[src/rtl/sfx_pkg.sv]
// rtl/sfx_pkg.sv - shared sound-effect channel constants and priority helper
//
// Imported by the scheduler and by the APU so both agree on the channel
// numbering and on the fixed dispatch priority.
//   NUM_SFX          number of sound-effect channels
//   SFX_SHEEP/SWORD/PLAYER  channel indices into evt/pending/locked
//   SFX_PRIO         channel indices, highest priority first
//   sfx_prio_select  one-hot of the highest-priority asserted request
package sfx_pkg;

    localparam int unsigned NUM_SFX    = 3;

    localparam int unsigned SFX_SHEEP  = 0;
    localparam int unsigned SFX_SWORD  = 1;
    localparam int unsigned SFX_PLAYER = 2;

    localparam int unsigned SFX_PRIO [NUM_SFX] = '{SFX_PLAYER, SFX_SWORD, SFX_SHEEP};

    function automatic logic [NUM_SFX-1:0] sfx_prio_select(input logic [NUM_SFX-1:0] req);
        logic [NUM_SFX-1:0] sel;
        logic               found;
        sel   = '0;
        found = 1'b0;
        for (int p = 0; p < NUM_SFX; p++) begin
            if (!found && req[SFX_PRIO[p]]) begin
                sel[SFX_PRIO[p]] = 1'b1;
                found            = 1'b1;
            end
        end
        return sel;
    endfunction

endpackage

[src/rtl/sfx_lockout_counter.sv]
// rtl/sfx_lockout_counter.sv - per-channel frame lockout down-counter
//
// Ports:
//   clk, rst_n  clock, asynchronous active-low reset
//   load        channel dispatched this cycle; reload with LOCKOUT_FRAMES
//   tick        frame boundary; decrement if nonzero and not loading
//   nonzero     channel is currently locked out
module sfx_lockout_counter #(
    parameter int LOCKOUT_FRAMES = 8
) (
    input  logic clk,
    input  logic rst_n,
    input  logic load,
    input  logic tick,
    output logic nonzero
);

    localparam int CNT_W = $clog2(LOCKOUT_FRAMES + 1);
    localparam logic [CNT_W-1:0] LOAD_VAL = CNT_W'(LOCKOUT_FRAMES);

    logic [CNT_W-1:0] cnt_q;
    logic [CNT_W-1:0] cnt_d;

    always_comb begin
        cnt_d = cnt_q;
        // A load on a tick cycle wins, so the freshly dispatched channel
        // keeps its full lockout instead of losing one frame immediately.
        if (load) begin
            cnt_d = LOAD_VAL;
        end else if (tick && (cnt_q != '0)) begin
            cnt_d = cnt_q - CNT_W'(1);
        end
    end

    always_ff @(posedge clk or negedge rst_n) begin
        if (!rst_n) begin
            cnt_q <= '0;
        end else begin
            cnt_q <= cnt_d;
        end
    end

    assign nonzero = (cnt_q != '0);

endmodule

[src/rtl/sfx_event_scheduler.sv]
// rtl/sfx_event_scheduler.sv - frame-synchronous sound-effect event scheduler
//
// Rising-edge-detects the collision flags, latches them as pending requests
// and releases at most one per frame (priority player > sword > sheep) as a
// one-cycle evt pulse. Dispatched channels are locked out for LOCKOUT_FRAMES
// frame ticks; edges arriving while locked are discarded and counted.
// Ports:
//   clk, rst_n            clock, asynchronous active-low reset
//   enable                low: ignore edges and clear pending requests
//   *_dragon_col          raw collision levels
//   x, y                  current pixel position (origin marks frame start)
//   evt[2:0]              one-cycle dispatch pulses to the APU
//   pending[2:0]          latched, not-yet-dispatched requests
//   locked[2:0]           channel lockout active
//   drop_count[7:0]       saturating count of edges discarded by lockout
module sfx_event_scheduler
    import sfx_pkg::*;
#(
    parameter int LOCKOUT_FRAMES = 8
) (
    input  logic                clk,
    input  logic                rst_n,
    input  logic                enable,
    input  logic                sheep_dragon_col,
    input  logic                sword_dragon_col,
    input  logic                player_dragon_col,
    input  logic [9:0]          x,
    input  logic [9:0]          y,
    output logic [NUM_SFX-1:0]  evt,
    output logic [NUM_SFX-1:0]  pending,
    output logic [NUM_SFX-1:0]  locked,
    output logic [7:0]          drop_count
);

    logic [NUM_SFX-1:0] col;
    logic [NUM_SFX-1:0] prev_q,    prev_d;
    logic [NUM_SFX-1:0] pending_q, pending_d;
    logic [NUM_SFX-1:0] evt_q,     evt_d;
    logic [7:0]         drop_q,    drop_d;
    logic               at_origin_q, at_origin_d;

    logic               origin;
    logic               tick;
    logic [NUM_SFX-1:0] rise;
    logic [NUM_SFX-1:0] dispatch;
    logic [NUM_SFX-1:0] latch;
    logic [NUM_SFX-1:0] drop_vec;
    logic [NUM_SFX-1:0] lock_nz;
    logic [1:0]         drop_inc;
    logic [8:0]         drop_sum;

    assign col[SFX_SHEEP]  = sheep_dragon_col;
    assign col[SFX_SWORD]  = sword_dragon_col;
    assign col[SFX_PLAYER] = player_dragon_col;

    always_comb begin
        origin      = (x == 10'd0) && (y == 10'd0);
        at_origin_d = origin;
        // Only the first cycle at the origin counts, so a held origin
        // still produces a single tick per frame.
        tick        = origin & ~at_origin_q;

        prev_d      = col;
        rise        = col & ~prev_q;

        dispatch    = tick ? sfx_prio_select(pending_q & {NUM_SFX{enable}}) : '0;
        evt_d       = dispatch;

        // An edge on the channel being dispatched this cycle counts as a
        // drop: its lockout is already committed. An edge while the bit is
        // simply pending is absorbed silently.
        drop_vec    = rise & {NUM_SFX{enable}} & (lock_nz | dispatch);
        latch       = rise & {NUM_SFX{enable}} & ~lock_nz & ~dispatch;

        if (enable) begin
            pending_d = (pending_q & ~dispatch) | latch;
        end else begin
            pending_d = '0;
        end

        drop_inc = '0;
        for (int i = 0; i < NUM_SFX; i++) begin
            drop_inc = drop_inc + {1'b0, drop_vec[i]};
        end
        drop_sum = {1'b0, drop_q} + {7'b0, drop_inc};
        drop_d   = drop_sum[8] ? 8'hFF : drop_sum[7:0];
    end

    always_ff @(posedge clk or negedge rst_n) begin
        if (!rst_n) begin
            prev_q      <= '0;
            at_origin_q <= 1'b1;
            pending_q   <= '0;
            evt_q       <= '0;
            drop_q      <= '0;
        end else begin
            prev_q      <= prev_d;
            at_origin_q <= at_origin_d;
            pending_q   <= pending_d;
            evt_q       <= evt_d;
            drop_q      <= drop_d;
        end
    end

    for (genvar g = 0; g < NUM_SFX; g++) begin : g_lock
        sfx_lockout_counter #(
            .LOCKOUT_FRAMES (LOCKOUT_FRAMES)
        ) u_lock (
            .clk     (clk),
            .rst_n   (rst_n),
            .load    (dispatch[g]),
            .tick    (tick),
            .nonzero (lock_nz[g])
        );
    end

    assign evt        = evt_q;
    assign pending    = pending_q;
    assign locked     = lock_nz;
    assign drop_count = drop_q;

endmodule

[config.mk]
export PLATFORM = sky130hd
export DESIGN_NAME = sfx_event_scheduler
export DESIGN_NICKNAME = d
export VERILOG_FILES = /design/src/rtl/sfx_pkg.sv /design/src/rtl/sfx_lockout_counter.sv /design/src/rtl/sfx_event_scheduler.sv
export SDC_FILE = /design/constraint.sdc
export NUM_CORES = 1
export LEC_CHECK = 0
export CAP_MARGIN = 5
export CELL_PAD_IN_SITES_DETAIL_PLACEMENT = 1
export CELL_PAD_IN_SITES_GLOBAL_PLACEMENT = 1
export CORE_ASPECT_RATIO = 0.5
export CORE_MARGIN = 1
export CORE_UTILIZATION = 37
export DETAILED_ROUTE_END_ITERATION = 7
export PLACE_DENSITY = 0.76
export SYNTH_ARGS = -nofsm -noshare
export SYNTH_HDL_FRONTEND = slang
export SYNTH_SLANG_ARGS = --single-unit
[constraint.sdc]
create_clock -name clk -period 3.25 [get_ports clk]
set_input_delay 0.65 -clock clk [delete_from_list [all_inputs] [get_ports clk]]
set_output_delay 0.65 -clock clk [all_outputs]
set_load 0.01 [all_outputs]
==> run_1/zoom.png <==
Window x 57 to 87, y 0 to 30 um. Cells in gray, sequential cells in the stronger gray; small squares are vias.
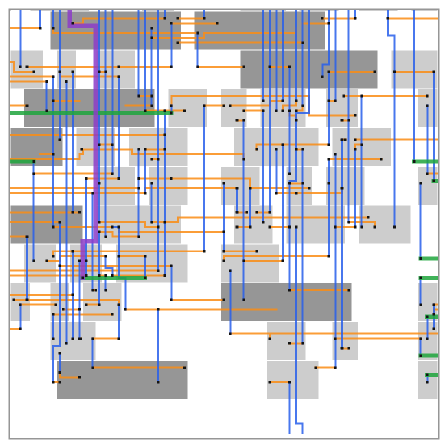
[green] met3
[blue] met2
[orange] met1
[purple] met4
most frequent: buf_4 (8), dfrtp_1 (6)
netlist names of flops here include: `g_lock.u_lock.cnt_q` (4)
cells with their middle in the window: 41
sequential cells in the window: 7

==> run_1/registers.png <==
Bar = 20 um.
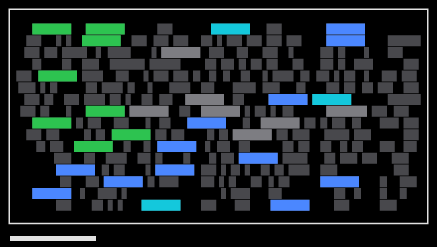
[blue] `g_lock.u_lock.cnt_q` | flops: 12 | where: spread over the die
[green] `drop_count` | flops: 8
[cyan] `evt` | flops: 3
not colored: 7
Seq. cell area: 752 um2
sequential portion of the cell area: 31.1%

==> run_1/clock_map.png <==
Bar = 20 um.
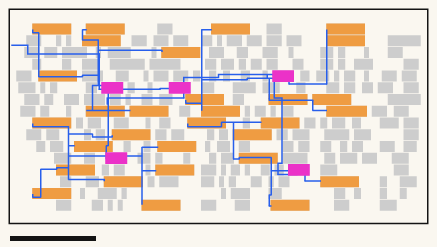
[magenta] cells driving clock nets | count: 5
[blue] clock wires | length: 475 um
[orange] flip-flops | count: 30
flops lie: spread over the die
clock network power: 0.000323 W
Final Skew: 0.00872 ns
clock latency of the later-clocked register in the worst-skew pair: 0.29 ns
power share of the clock group: 32.0%

==> run_1/final_clocks.png <==
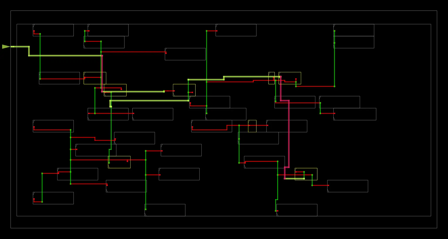
number of clock buffer instances in the layout: 7
number of flip-flops and latches: 30
number of clock sinks: 30

==> out/qor.yml, run 1 <==
yosys-stat-cells: 165
cp.arrival_ns: 3.68
cts_made_buffers: 5
dp_hpwl_um: 3580
p_leak_nw: 1.07
netlist_instances: 165
lay_top_cells: "sky130_fd_sc_hd__clkdlybuf4s50_1 (33), sky130_fd_sc_hd__dfrtp_1 (29), sky130_fd_sc_hd__buf_4 (19)"
worstPathMaxFanout: 4
cp-endpoint: "drop_count[6]"
mi_logic_area_um2: 898
finish.cell_count_without_fillers: 278
globalRouteMet3Util_pct: 5.45
comb_group_w: 0.000224
largest-register: "g_lock.u_lock.cnt_q"
maxPowerGroup: "sequential cells"
compound_area_share_pct: 16.5
layout.comb_gates.multi_input: 109
timing.final.setup_violations: 8
wirelength_met1_um: 2190
synthSimpleGateAreaFrac_pct: 23.8
met2WireLength_um: 2640
grt.total_usage_pct: 24.2
cp.required_ns: 3.47
clockBufferDepth: 2
setup_slack_ns: -0.207
path_cells: "buf_6 > or4_4 > or3_4 > nor3_4 > o2111ai_2 > fa_1 > inv_1 > ha_2 > fa_2 > and3_4 > nand3_2 > nor3_2 > a21oi_1"
largest_reg_flops: 12
edf_count: 0
rsz_0062_raised_after_global_routing: "true"
clock.fmax_ghz: 0.289
global_route_total_overflow: 0
status: "finished with violations"
most_numerous_cell_types_in_the_synthesized_netlist: "sky130_fd_sc_hd__dfrtp_1 (29), sky130_fd_sc_hd__inv_1 (16), sky130_fd_sc_hd__a21oi_1 (10), sky130_fd_sc_hd__nand2_1 (9), sky130_fd_sc_hd__nor3_1 (7)"
violations: "negative setup slack"
final_power_w: 0.00101
yosys.cell_types.count: 49
finalHoldWorstSlack_ns: 0.550
clock_tree_from_tritoncts: "done"
seq_power_share_pct: 45.8
rr_startpoint: "g_lock[2].u_lock.cnt_q[0]"
worst-setup-path-type: "primary input to flip-flop"
==> run_1/drive_strength.png <==
Bar = 20 um.
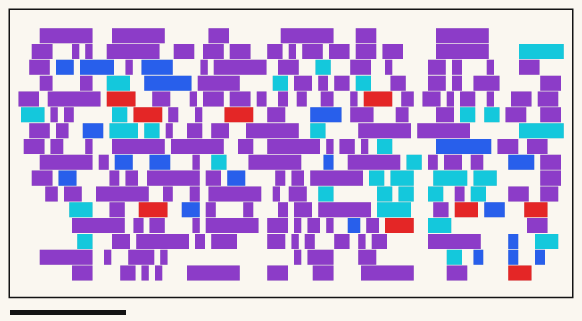

==> run 2: changes to the inputs <==
--- a/config.mk
+++ b/config.mk
@@ -5,12 +5,13 @@
 export SDC_FILE = /design/constraint.sdc
 export NUM_CORES = 1
 export LEC_CHECK = 0
+export ABC_AREA = 1
 export CAP_MARGIN = 5
 export CELL_PAD_IN_SITES_DETAIL_PLACEMENT = 1
 export CELL_PAD_IN_SITES_GLOBAL_PLACEMENT = 1
 export CORE_ASPECT_RATIO = 0.5
 export CORE_MARGIN = 1
-export CORE_UTILIZATION = 37
+export CORE_UTILIZATION = 36
 export DETAILED_ROUTE_END_ITERATION = 7
 export PLACE_DENSITY = 0.76
 export SYNTH_ARGS = -nofsm -noshare
==> run_2/drive_strength.png <==
Bar = 20 um.
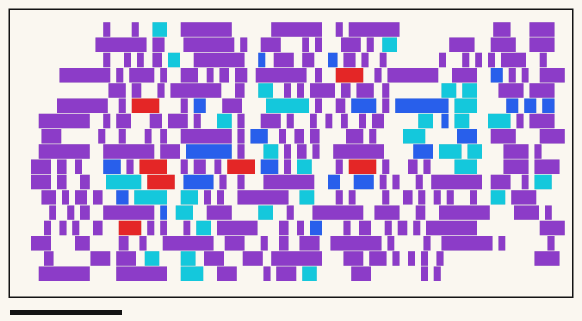
[purple] drive 1 or less | cells: 219
[blue] drive 2 | cells: 22
[cyan] drive 3 to 4 | cells: 31
[red] drive 6 and up | cells: 7
growth of design area from synthesis to finish: 47.3%
Non-clock buffers: 61
final setup margin: 0.173 ns

==> run_2/registers.png <==
Bar = 20 um.
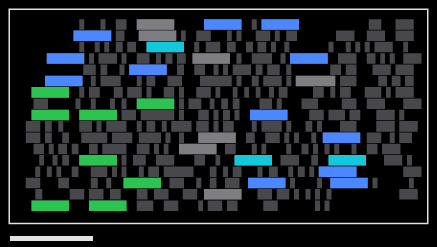
[blue] `g_lock.u_lock.cnt_q` | flops: 12 | where: spread over the die
[green] `drop_count` | flops: 8
[cyan] `evt` | flops: 3
sequential portion of the cell area: 29.5%
power in sequential cells: 0.000444 W

==> out/qor.yml, run 2 <==
rr_endpoint: "drop_count[6]"
flop-count: 30  # unchanged
layout.comb_gates.multi_input: 139  # +28%
globalRouteMet3Util_pct: 4.65  # -0.80 points
most_numerous_cell_types_in_the_synthesized_netlist: "sky130_fd_sc_hd__nand2_1 (48), sky130_fd_sc_hd__inv_1 (40), sky130_fd_sc_hd__dfrtp_1 (29), sky130_fd_sc_hd__nor2_1 (22), sky130_fd_sc_hd__nand3_1 (13)"
number_of_clock_sinks: 30  # unchanged
synthSimpleGateAreaFrac_pct: 32.4  # +8.6 points
yosys-stat-cells: 214  # +30%
yosys.cell_types.count: 30  # -39%
finalHoldWorstSlack_ns: 0.485  # -0.0646 ns
largest-register: "g_lock.u_lock.cnt_q"
dp_hpwl_um: 3450  # -3.7%
num-clock-buffers: 7  # unchanged
netlist_instances: 214  # +30%
maxPowerGroup: "sequential cells"
wirelength_met1_um: 2020  # -7.8%
io_buffer_count: 42
final_power_w: 0.000981  # -2.8%
compound_area_share_pct: 4.69  # -12 points
global_route_total_overflow: 0  # unchanged
comb_group_w: 0.000224  # about the same
cp.arrival_ns: 3.24  # -0.44 ns
p_leak_nw: 1.41  # +31%
largest_reg_flops: 12  # unchanged
cp.required_ns: 3.41  # -0.06 ns
path_cells: "dlygate4sd2_1 > nor2_1 > nand2_1 > nor2_2 > nand2_4 > nor2_4 > nand2_4 > o21ai_2 > nand2_1 > fa_1 > inv_1 > ha_2 > fa_2 > nand2_4 > inv_4 > a31oi_1 > nor2_1"
worst-setup-path-type: "primary input to flip-flop"
rr_startpoint: "g_lock[0].u_lock.cnt_q[0]"
lay_top_cells: "sky130_fd_sc_hd__nand2_1 (46), sky130_fd_sc_hd__inv_1 (37), sky130_fd_sc_hd__dfrtp_1 (29)"
timing.final.setup_violations: 0  # -8
clock_power_share_pct: 31.9  # about the same
edf_count: 0  # unchanged
worstPathMaxFanout: 4  # unchanged
finish.cell_count_without_fillers: 345  # +24%
clock.fmax_ghz: 0.325  # +12%
seq_power_share_pct: 45.3  # -0.5 points
clock_tree_from_tritoncts: "done"
status: "complete, no violations"
==> run_2/zoom.png <==
Window x 60 to 90, y 0 to 30 um. Cells in gray, sequential cells in the stronger gray; small squares are vias.
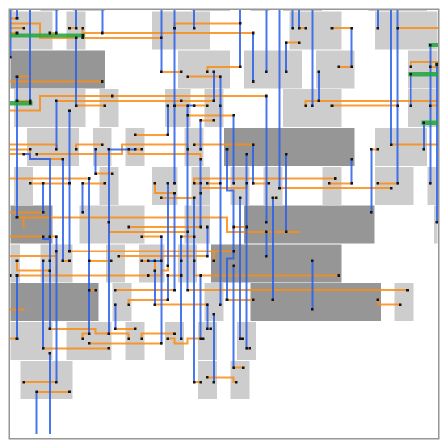

==> run 3: changes to the inputs <==
==> constraint.sdc (replaced) <==
create_clock -name clk -period 3.25 [get_ports clk]
set_input_delay 0.4875 -clock clk [delete_from_list [all_inputs] [get_ports clk]]
set_output_delay 0.4875 -clock clk [all_outputs]
set_load 0.01 [all_outputs]
==> run_3/zoom.png <==
Window x 60 to 90, y 0 to 30 um. Cells in gray, sequential cells in the stronger gray; small squares are vias.
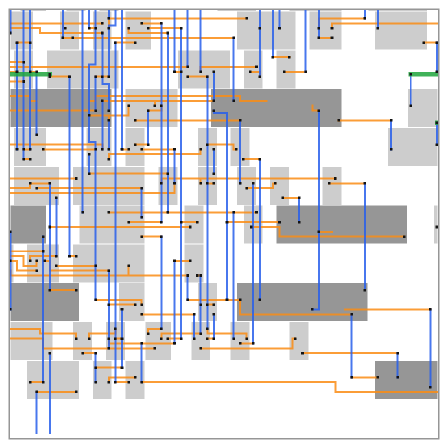
[blue] met2
[green] met3
[orange] met1
cells with their middle in the window: 50
most frequent: nand2_1 (12), inv_1 (10)
sequential cells in the window: 5
netlist names of flops here include: `g_lock.u_lock.cnt_q` (4), `evt` (1)

==> out/qor.yml, run 3 <==
seq_power_share_pct: 42.2  # -3.1 points
clock_power_share_pct: 36.7  # +4.8 points
dp_hpwl_um: 3470  # +0.60%
status: "complete, no violations"
seq-cell-share_pct: 30.5  # +1.0 points
largest_reg_flops: 12  # unchanged
comb_group_w: 0.000222  # about the same
yosys.cell_types.count: 30  # unchanged
hold_viol: 0
globalRouteMet3Util_pct: 5.06  # +0.41 points
most_numerous_cell_types_in_the_synthesized_netlist: "sky130_fd_sc_hd__nand2_1 (48), sky130_fd_sc_hd__inv_1 (40), sky130_fd_sc_hd__dfrtp_1 (29), sky130_fd_sc_hd__nor2_1 (22), sky130_fd_sc_hd__nand3_1 (13)"
buffers_excl_clock: 57  # -6.6%
gr-usage-met1_pct: 22.7
cp.required_ns: 3.41  # about the same
number_of_clock_sinks: 30  # unchanged
edf_count: 0  # unchanged
worst-setup-path-type: "primary input to flip-flop"
flop-count: 30  # unchanged
layout.comb_gates.multi_input: 139  # unchanged
power.sequential.total_w: 0.000446  # about the same
clock.fmax_ghz: 0.321  # -1.4%
wirelength_met1_um: 2010  # -0.59%
netlist_instances: 214  # unchanged
finalHoldWorstSlack_ns: 0.480  # -0.00579 ns
compound_area_share_pct: 4.69  # unchanged
p_leak_nw: 1.20  # -15%
final_power_w: 0.00105  # +7.6%
cp.arrival_ns: 3.28  # +0.04 ns
maxPowerGroup: "sequential cells"
lay_top_cells: "sky130_fd_sc_hd__nand2_1 (46), sky130_fd_sc_hd__clkdlybuf4s50_1 (41), sky130_fd_sc_hd__inv_1 (40)"
synthSimpleGateAreaFrac_pct: 32.4  # unchanged
final_layout_size_suffix_gt1_share_pct: 18.2
rr_startpoint: "g_lock[0].u_lock.cnt_q[0]"
setup_slack_ns: 0.131  # -0.0426 ns
yosys-stat-cells: 214  # unchanged
global_route_total_overflow: 0  # unchanged
io_buffer_count: 42  # unchanged
finish.cell_count_without_fillers: 340  # -1.4%
clock_tree_from_tritoncts: "done"
switching_share_pct: 26.0
==> run_3/final_clocks.png <==
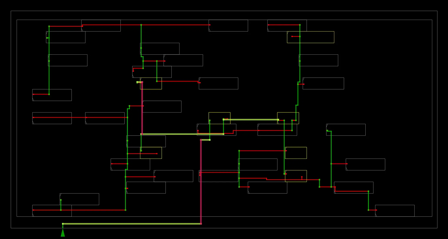
clock network power: 0.000387 W
Final Skew: 0.00846 ns
number of CTS-inserted buffers: 5
number of clock buffer instances in the layout: 6
clock latency of the later-clocked register in the worst-skew pair: 0.28 ns

Power and IR drop assume default switching activity.
